met1.png
Drawn at 1.5 px/um. Supply wires on this layer in grey.
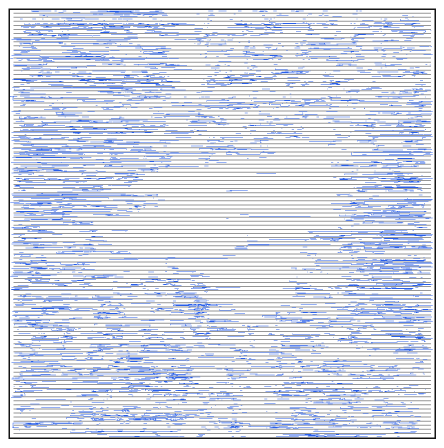
met2.png
Drawn at 1 px/um.
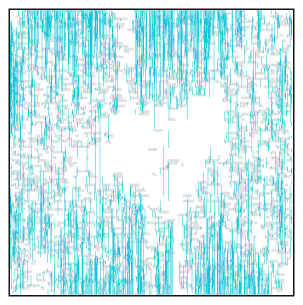
met3.png
Drawn at 1.5 px/um.
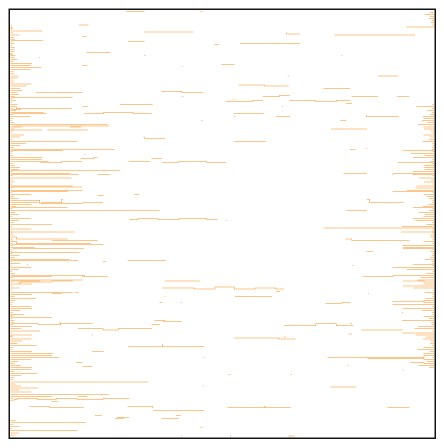
File: config.mk
export PLATFORM = sky130hd
export DESIGN_NAME = pmem_arbiter
export DESIGN_NICKNAME = d
export VERILOG_FILES = /design/src/rtl/pmem_arbiter.sv
export SDC_FILE = /design/constraint.sdc
export NUM_CORES = 1
export LEC_CHECK = 0
export CAP_MARGIN = 20
export CORE_AREA = 2 2 281 283
export CTS_CLUSTER_DIAMETER = 30
export DETAILED_ROUTE_END_ITERATION = 8
export DIE_AREA = 0 0 283 285
export PLACE_DENSITY_LB_ADDON = 0.05
export RECOVER_POWER = 50
export SLEW_MARGIN = 20
export SYNTH_ARGS = -nofsm -noshare
export SYNTH_HDL_FRONTEND = slang
export SYNTH_SLANG_ARGS = --single-unit
export TNS_END_PERCENT = 1
File: constraint.sdc
create_clock -name clk -period 5.1 [get_ports clk]
set_input_delay 0.765 -clock clk [delete_from_list [all_inputs] [get_ports clk]]
set_output_delay 0.765 -clock clk [all_outputs]
set_load 0.02 [all_outputs]
File: src/rtl/pmem_arbiter.sv
// pmem_arbiter: shares one physical-memory port between the L1 icache and
// the L1 dcache. A round-robin winner is latched in IDLE, its command is held
// on the memory port through BUSY, and a one-cycle response plus the returned
// line go back to that requester only in RESP. Saturating per-requester grant
// counters are kept for performance analysis.
//
// Handshake: a requester raises its request and holds request/address (and
// write data) stable until it sees its *_pmem_resp pulse, then drops the
// request in the following cycle. The memory holds mem_resp high for one
// cycle when the command completes; the command stays asserted until then.
module pmem_arbiter #(
    parameter int ADDR_WIDTH = 16,
    parameter int LINE_WIDTH = 128,
    parameter int CNT_WIDTH  = 16
) (
    input  logic                  clk,
    input  logic                  reset_n,
    input  logic                  i_pmem_read,
    input  logic [ADDR_WIDTH-1:0] i_pmem_address,
    output logic                  i_pmem_resp,
    output logic [LINE_WIDTH-1:0] i_pmem_rdata,
    input  logic                  d_pmem_read,
    input  logic                  d_pmem_write,
    input  logic [ADDR_WIDTH-1:0] d_pmem_address,
    input  logic [LINE_WIDTH-1:0] d_pmem_wdata,
    output logic                  d_pmem_resp,
    output logic [LINE_WIDTH-1:0] d_pmem_rdata,
    output logic                  mem_read,
    output logic                  mem_write,
    output logic [ADDR_WIDTH-1:0] mem_address,
    output logic [LINE_WIDTH-1:0] mem_wdata,
    input  logic                  mem_resp,
    input  logic [LINE_WIDTH-1:0] mem_rdata,
    output logic [CNT_WIDTH-1:0]  i_grant_count,
    output logic [CNT_WIDTH-1:0]  d_grant_count,
    output logic [1:0]            dbg_state
);

    typedef enum logic [1:0] {
        S_IDLE = 2'd0,
        S_BUSY = 2'd1,
        S_RESP = 2'd2
    } state_e;

    localparam logic [CNT_WIDTH-1:0] CNT_ONE = CNT_WIDTH'(1);

    state_e                  state_q, state_d;
    logic                    last_d_q;      // 1: dcache had the most recent grant
    logic                    owner_is_d_q;  // 1: dcache owns the current access
    logic                    write_q;       // latched op: 1 = write
    logic [ADDR_WIDTH-1:0]   addr_q;
    logic [LINE_WIDTH-1:0]   wdata_q;
    logic [LINE_WIDTH-1:0]   i_rdata_q;
    logic [LINE_WIDTH-1:0]   d_rdata_q;
    logic [CNT_WIDTH-1:0]    i_cnt_q;
    logic [CNT_WIDTH-1:0]    d_cnt_q;

    logic i_req, d_req, any_req, win_dcache;

    // Round-robin choice between the two requesters while idle
    always_comb begin
        i_req      = i_pmem_read;
        d_req      = d_pmem_read | d_pmem_write;
        any_req    = i_req | d_req;
        win_dcache = d_req & (~i_req | ~last_d_q);
    end

    // State register
    always_ff @(posedge clk or negedge reset_n) begin
        if (!reset_n) state_q <= S_IDLE;
        else          state_q <= state_d;
    end

    // Next-state: grant on any request, wait for memory, one response cycle
    always_comb begin
        state_d = state_q;
        case (state_q)
            S_IDLE:  if (any_req)  state_d = S_BUSY;
            S_BUSY:  if (mem_resp) state_d = S_RESP;
            S_RESP:  state_d = S_IDLE;
            default: state_d = S_IDLE;
        endcase
    end

    // Outputs decoded from registered state and latched command
    always_comb begin
        mem_read    = (state_q == S_BUSY) & ~write_q;
        mem_write   = (state_q == S_BUSY) &  write_q;
        i_pmem_resp = (state_q == S_RESP) & ~owner_is_d_q;
        d_pmem_resp = (state_q == S_RESP) &  owner_is_d_q;
    end

    // Command latch, grant bookkeeping and read-data capture
    always_ff @(posedge clk or negedge reset_n) begin
        if (!reset_n) begin
            last_d_q     <= 1'b1;
            owner_is_d_q <= 1'b0;
            write_q      <= 1'b0;
            addr_q       <= '0;
            wdata_q      <= '0;
            i_rdata_q    <= '0;
            d_rdata_q    <= '0;
            i_cnt_q      <= '0;
            d_cnt_q      <= '0;
        end else begin
            if (state_q == S_IDLE && any_req) begin
                owner_is_d_q <= win_dcache;
                last_d_q     <= win_dcache;
                // read+write together from the dcache is treated as a write
                write_q      <= win_dcache & d_pmem_write;
                addr_q       <= win_dcache ? d_pmem_address : i_pmem_address;
                if (win_dcache && d_pmem_write) wdata_q <= d_pmem_wdata;
                if (win_dcache) begin
                    if (d_cnt_q != '1) d_cnt_q <= d_cnt_q + CNT_ONE;
                end else begin
                    if (i_cnt_q != '1) i_cnt_q <= i_cnt_q + CNT_ONE;
                end
            end
            if (state_q == S_BUSY && mem_resp && !write_q) begin
                if (owner_is_d_q) d_rdata_q <= mem_rdata;
                else              i_rdata_q <= mem_rdata;
            end
        end
    end

    assign mem_address   = addr_q;
    assign mem_wdata     = wdata_q;
    assign i_pmem_rdata  = i_rdata_q;
    assign d_pmem_rdata  = d_rdata_q;
    assign i_grant_count = i_cnt_q;
    assign d_grant_count = d_cnt_q;
    assign dbg_state     = state_q;

endmodule

==> run notes <==
run results: status finished with violations, failing checks max-capacitance violations, max-slew violations, CP peak stage delay 1.20 ns, fin worst setup slack 1.65 ns, yosys cell count 1,023, routed length on met1 23.5 mm, AND-OR/OR-AND share of the synthesized area 1.63%, largest power group combinational logic, GR peak layer met2, DP Wirelength 47.0 mm, first-pass GRT wire length 94.8 mm, row count 103, Fmax 0.290 GHz, vias in the first global route 13,600, top post-synthesis cells by count dfrtp_1, mux2_2, mux2_4, WL final 65.0 mm, most numerous logic cell after layout clkdlybuf4s50_1, WP buf/inv 3, NetSw 7870 uW, Worst-Skew Late Latency 0.68 ns, Crit Path Max Fanout 101, H-tree levels 4, Tapcell Cnt 1,050, CTS Hold Bufs 0, Commonest flop dfrtp_1, Clk pin slew, worst setup/hold paths 0.04 ns, Post-Place Worst Slack 1.60 ns, reg2reg start dbg_state[1], CP startpoint mem_resp, Setup TNS 0 ns, r2r worst-path depth 5, EDFF count, synth 0, initial antenna violation count 6, clk pwr 8600 uW, non-clock inverter count 18, postcts setup bufs 0, final hold violation count 0, Critical Setup Path Class in -> reg, R2R Setup Slk 1.67 ns, clock skew 0.0161 ns, initial drt markers 427, met3 usage 7.59%, num ports 732, # clock sinks 437, FP Util 21.9%, area share of xor/xnor cells in the synthesized design 1.23%, synth top area cells dfrtp_1, mux2_2, mux2_4, Worst path depth 6, DR WL/cell 21.5 um, metal3 WL 6.05 mm, Worst Max-Slew Pin Slew 2.69 ns, count leader, synth dfrtp_1, Peak supply drop 0.000320 V, Synth Warn # 0, Internal Pwr Total 16,100 uW, Die Ht 285 um, Syn Nets 1,319, post-cts sizing count 0, Comb area share 18.8%, largest net degree at the start of global routing 112, RSZ-0062 raised after global routing false, M2 GR Usage 28.4%, clock buffer depth 3, Non-Filler Instances 3,027, yosys stat area 0.0171 mm2, Core Util, Final 39.0%, Mux area share 28.1%, number of synthesized register bits 437, Max-Cap Viols 4, sw frac 32.8%, Num CTS Buffers 145, die area 0.0807 mm2, multi-input gates 521, Pwr Total 24,000 uW, Slew headroom -79.6%, Post-DP Area 0.0256 mm2, Critical Path Source Type input pin, dpl cells 2,767, Setup Viol. Count Final 0, Max Slew Vio Count 287, Seq share, synth 64.1%, share of layout cells above drive strength 1 32.0%, crit path DRT 5.65 ns, Post-Syn Area 0.0171 mm2, post-route clock period utilization 67.7%, Reg power frac 25.5%, slowest CP cell nand3_1, critical-path cell list clkdlybuf4s50_1, nand3b_1, inv_1, nand3_1, buf_12, mux2_2, CTS root buf clkbuf_16, synthesized area per cell 16.7 um2, sequential share of cell area 36.0%, FF+latch area 0.0109 mm2, largest class registers, Non-CTS buffers 741
Back to the opening pictures, met1.png:
- longest straight run: 92.9 um
- share of all routed wire: 36%
- main direction: horizontal
- wire length on this layer: 23.5 mm

Back to the opening pictures, met2.png:
- longest straight run: 129 um
- nets with wire on the layer: 2,013
- main direction: vertical
- share of all routed wire: 52%

Back to the opening pictures, met3.png:
- longest straight run: 99.1 um
- share of all routed wire: 9.3%
- main direction: horizontal
- wire length on this layer: 6,050 um

No activity file was given, so power comes from the tool's default toggle rates.
